### config.mk
export PLATFORM = sky130hd
export DESIGN_NAME = crossbar_rr_arbiter
export DESIGN_NICKNAME = d
export VERILOG_FILES = /design/src/rtl/crossbar_rr_arbiter.sv
export SDC_FILE = /design/constraint.sdc
export NUM_CORES = 1
export LEC_CHECK = 0
export ABC_AREA = 1
export CORE_ASPECT_RATIO = 1.5
export CORE_MARGIN = 4
export CORE_UTILIZATION = 45
export CTS_BUF_LIST = sky130_fd_sc_hd__clkbuf_4 sky130_fd_sc_hd__clkbuf_8
export DETAILED_ROUTE_END_ITERATION = 10
export PLACE_DENSITY = 0.76
export SYNTH_ARGS = -nofsm -noshare
export SYNTH_HDL_FRONTEND = slang
export SYNTH_SLANG_ARGS = --single-unit
### constraint.sdc
create_clock -name clk -period 2.3 [get_ports clk]
set_input_delay 0.23 -clock clk [delete_from_list [all_inputs] [get_ports clk]]
set_output_delay 0.23 -clock clk [all_outputs]
set_load 0.01 [all_outputs]
### src/rtl/crossbar_rr_arbiter.sv
// Purpose: per-destination round-robin arbiter for a NODES x NODES packet crossbar.
// Latency: pop is combinational in cycle t; grant_valid/grant_src are registered (t+1).
// Backpressure: out_ready[d]==0 blocks grants/pops for d and holds ptr[d].
// Optional: define XBAR_ARB_STATS_EN to add saturating per-destination grant counters.
`ifndef NUMNODES
`define NUMNODES 4
`endif

module crossbar_rr_arbiter #(
  parameter int NODES  = `NUMNODES,
  parameter int DEST_W = 8,
  parameter int CNT_W  = 16,
  localparam int SEL_W = $clog2(NODES)
) (
  input  logic                    clk,
  input  logic                    rst_l,
  input  logic [NODES-1:0]        req_valid,
  input  logic [NODES*DEST_W-1:0] req_dest,
  input  logic [NODES-1:0]        out_ready,
  output logic [NODES-1:0]        pop,
  output logic [NODES-1:0]        grant_valid,
  output logic [NODES*SEL_W-1:0]  grant_src,
`ifdef XBAR_ARB_STATS_EN
  output logic [NODES*CNT_W-1:0]  grant_count,
`endif
  output logic                    err_dest
);

  logic [SEL_W-1:0] ptr     [NODES];
  logic [SEL_W-1:0] src_q   [NODES];
  logic [SEL_W-1:0] win_idx [NODES];
  logic [NODES-1:0] win_vld;
  logic [NODES-1:0] elig    [NODES];  // elig[d][s]
  logic [NODES-1:0] bad_req;
  logic [SEL_W:0]   scan_idx;

  // Eligibility matrix and out-of-range destination detection per source.
  always_comb begin
    bad_req = '0;
    for (int d = 0; d < NODES; d++) elig[d] = '0;
    for (int s = 0; s < NODES; s++) begin
      if (req_valid[s]) begin
        if (req_dest[s*DEST_W +: DEST_W] >= DEST_W'(NODES)) begin
          bad_req[s] = 1'b1;
        end else begin
          for (int d = 0; d < NODES; d++) begin
            if (req_dest[s*DEST_W +: DEST_W] == DEST_W'(d) && out_ready[d])
              elig[d][s] = 1'b1;
          end
        end
      end
    end
  end

  // Round-robin scan for each destination starting at its priority pointer.
  always_comb begin
    win_vld  = '0;
    scan_idx = '0;
    for (int d = 0; d < NODES; d++) begin
      win_idx[d] = '0;
      for (int k = 0; k < NODES; k++) begin
        scan_idx = {1'b0, ptr[d]} + (SEL_W+1)'(k);
        if (scan_idx >= (SEL_W+1)'(NODES)) scan_idx = scan_idx - (SEL_W+1)'(NODES);
        if (!win_vld[d] && elig[d][scan_idx[SEL_W-1:0]]) begin
          win_vld[d] = 1'b1;
          win_idx[d] = scan_idx[SEL_W-1:0];
        end
      end
    end
  end

  // A source pops when it wins its (single) destination; suppressed during reset.
  always_comb begin
    pop = '0;
    for (int d = 0; d < NODES; d++) begin
      for (int s = 0; s < NODES; s++) begin
        if (win_vld[d] && win_idx[d] == SEL_W'(s)) pop[s] = 1'b1;
      end
    end
    if (!rst_l) pop = '0;
  end

  // Pointer advance past the winner, registered grant info and sticky error flag.
  always_ff @(posedge clk) begin
    if (!rst_l) begin
      grant_valid <= '0;
      err_dest    <= 1'b0;
      for (int d = 0; d < NODES; d++) begin
        ptr[d]   <= '0;
        src_q[d] <= '0;
      end
    end else begin
      grant_valid <= win_vld;
      if (|bad_req) err_dest <= 1'b1;
      for (int d = 0; d < NODES; d++) begin
        if (win_vld[d]) begin
          ptr[d]   <= (win_idx[d] == SEL_W'(NODES-1)) ? '0 : win_idx[d] + SEL_W'(1);
          src_q[d] <= win_idx[d];
        end
      end
    end
  end

  // Flatten per-destination source select onto the output bus.
  always_comb begin
    for (int d = 0; d < NODES; d++) grant_src[d*SEL_W +: SEL_W] = src_q[d];
  end

`ifdef XBAR_ARB_STATS_EN
  logic [CNT_W-1:0] cnt [NODES];

  // Saturating count of cycles each destination shows grant_valid.
  always_ff @(posedge clk) begin
    if (!rst_l) begin
      for (int d = 0; d < NODES; d++) cnt[d] <= '0;
    end else begin
      for (int d = 0; d < NODES; d++) begin
        if (grant_valid[d] && cnt[d] != {CNT_W{1'b1}}) cnt[d] <= cnt[d] + CNT_W'(1);
      end
    end
  end

  // Flatten counters onto the output bus.
  always_comb begin
    for (int d = 0; d < NODES; d++) grant_count[d*CNT_W +: CNT_W] = cnt[d];
  end
`endif

endmodule

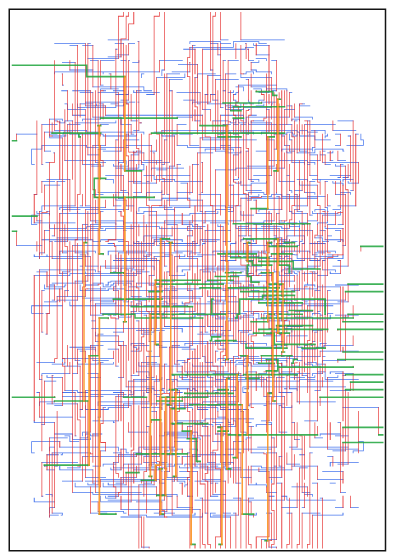
(images/metal_stack.png)
layer	color	wire length
met2	red	5,520 microns
met4	orange	582 microns
met1	blue	3,540 microns
met3	green	723 microns
Post-Route WL: 10.4 mm
vias: 3,392

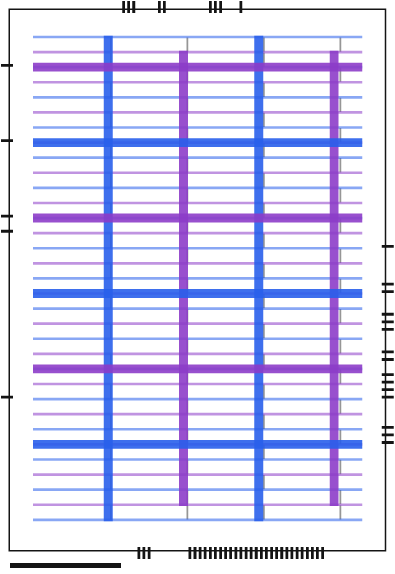
(images/pdn.png)
Bar = 20 microns. Pins as bars on the die edge. Tap cells in gray.
net	color
VDD	purple
VSS	blue
met1 rails	33
signal pins	59
tap cells	68
met5 straps	6
rows	32
Peak supply drop: 1.06 mV
Die H: 97.3 microns
total core area: 5160 sq um
Die X: 67.6 microns

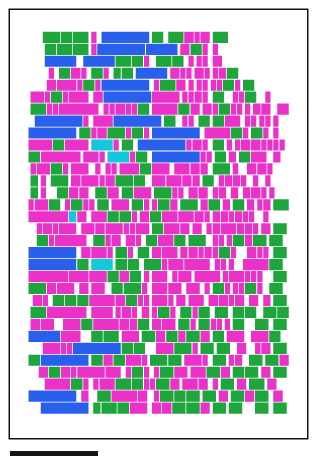
(images/cell_classes.png)
Bar = 20 microns.
class	color	cells
all other logic	magenta	360
other buffers and delay cells	green	169
clock drivers and dummy loads	cyan	4
flops	blue	21
Final Cell Area: 4390 sq um
FP Rows: 32

==> results.yml <==
# implementation run metrics
floorplan:
  io_pins: 59
  dieArea_sq_um: 6580
  initCoreUtil: 0.464
  tapCellCount: 68
timing:
  slew_violations: 0
  maxSlewHeadroom: 0.750
  period_needed_ns: 2.87
  final_hold_viol_count: 0
  finalSetupViolCount: 6
  setup_ws_ns: -0.573
  worst_slew_pin_slew_ns: 0.373
  period_used_share: 1.25
cts:
  cts_resized: 158
  clk_path_buf_depth: 2
  cts.htree.levels: 1
  holdBufCountCts: 0
  root_buffer: "clkbuf_8"
  cts_num_sinks: 21
critical_path:
  reg2reg_setup_slack_ns: -0.02
  crit_path_start: "ptr[3][0]"
  cp_max_fo: 4
  timing.rr.end: "ptr[2][1]"
  worst_ep_arrival_time_ns: 2.64
  crit_type: "reg2out"
  required_ns: 2.07
  cp_num_buf_inv: 6
  endpoint: "pop[0]"
  crit_chain: "buf_6 > nand3_2 > nand2_2 > nand2_2 > nand2_4 > buf_6 > nor2_4 > buf_6 > nand4_1 > nand2_2 > inv_2 > ha_4 > nand2_4 > nand2_4 > inv_4 > nand2_2 > nand2_1 > nand2_1 > buf_2"
  r2r-start: "ptr[2][0]"
  cpMostUsedCell: "nand2_2"
layout:
  logic_gates: 304
  layout_top_cell: "buf_4"
  layout-drive-gt1-share: 0.518
  final-clk-cell-share: 0.0105
  nClkBuffers: 3
  lay_top_cells: "buf_4, nand2_1, nand2_2, dlygate4sd2_1, nor2_1"
  seqCellArea_sq_um: 581
  num-nonclk-buffers: 169
  nFillCells: 288
  sh_comb_area: 0.468
  flops: 21
  inv_count: 56
  mi_logic_area_sq_um: 2050
pwr:
  seq_cell_power_w: 0.000599
  p_total_w: 0.00319
  combinationalPowerShare: 0.730
  netSwitchingFraction: 0.459
  power_frac_seq: 0.188
  p_per_area_nw_per_um2: 726
  p_int_w: 0.00172
  pg_comb_w: 0.00233
  p_leak_nw: 2.17
  switching_power_w: 0.00147
  power-top-group: "combinational logic"
min_path:
  min_from: "req_valid[3]"
  holdPathStages: 4
outcome:
  status: "complete, but fails checks"
  violations: "setup timing"
route:
  drcViolationCount: 0
  avgViaCountPerCell: 5.45
logic_synthesis:
  top_area_frac: 0.201
  fp_nets: 437
  most_common_cell: "nand2_1"
  synth-seq-cells: 21
  synth_chip_area_sq_um: 2390
  ys_seq_share: 0.242
  ys.flop_type: "edfxtp_1"
  edf_count: 16
  area_leaders: "edfxtp_1, nand2_1, nand3_1"
  ys_sh_adder: 0.0627
  yosys.area.top_type: "edfxtp_1"
global_route:
  grt_pass1_wl_mm: 15.0
  grtUsageTotal: 0.290
  grt_max_degree: 13
  antenna_found_initial: 0
placed_design:
  dp_slack_ns: -1.00
  port_buffers: 58
  dpl.hpwl_mm: 5.84
job:
  warnings: 36
  drv_cap: 0
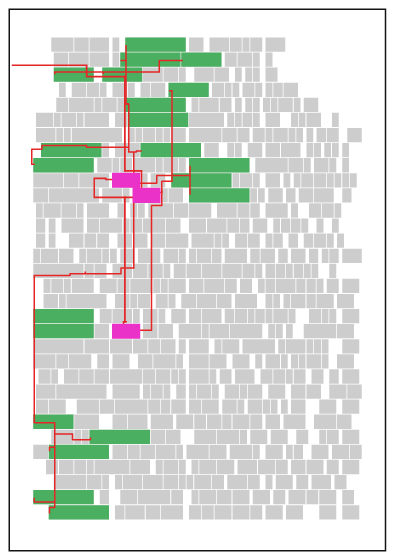
(images/clock_map.png)
[flip-flops] green | count: 21
[clock wires] red | length: 336 microns
[cells driving clock nets] magenta | count: 3
routed clock nets	4
Clock power frac: 0.082
Late-Pin Clk Latency: 0.28 ns
P_clk: 0.000261 W
clk_skew: 0.0128 ns

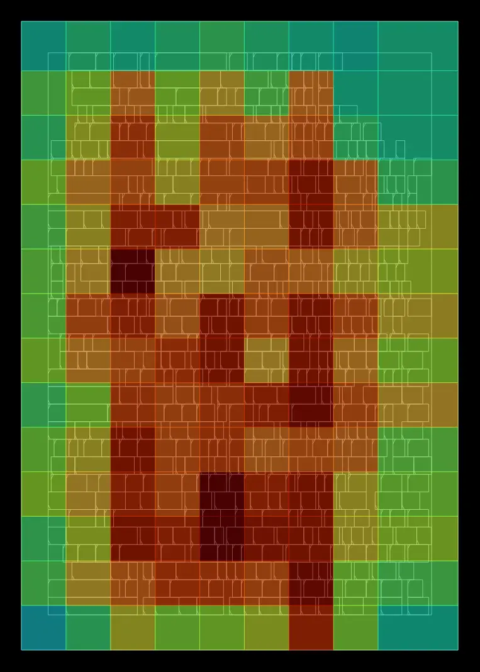
(images/final_congestion.png)
Routed wire per std cell: 16.7 microns
GRT busiest layer: met2
fin util: 0.850

## flip-flops by register name, indices dropped and copies added, names as in the netlist
register,cells
err_dest,1
grant_valid,4
ptr,8
src_q,8
## per-stage QoR
step                      TNS [ns]  std cells  instance area [sq um]  hold slack, ns   util
final                        -2.24        622                   4390           0.649  0.850
after global routing         -3.56        622                   4390           0.650  0.850
after CTS                    -1.37        609                   4120           0.557  0.798
after detailed placement     -7.18        576                   3570           0.571  0.690
after global placement       -5.92        576                   3570           0.583  0.690
after floorplan                  0        383                   2390           0.348      -
## metal layers
metal / global-route usage / wire length (microns) / vias to the layer above
li1: - / - / 1552
met1: 0.300 / 3540 / 1573
met2: 0.513 / 5520 / 207
met3: 0.0405 / 723 / 60
met4: 0.192 / 581 / 0
met5: 0 / 0 / -
Power and IR drop assume default switching activity.
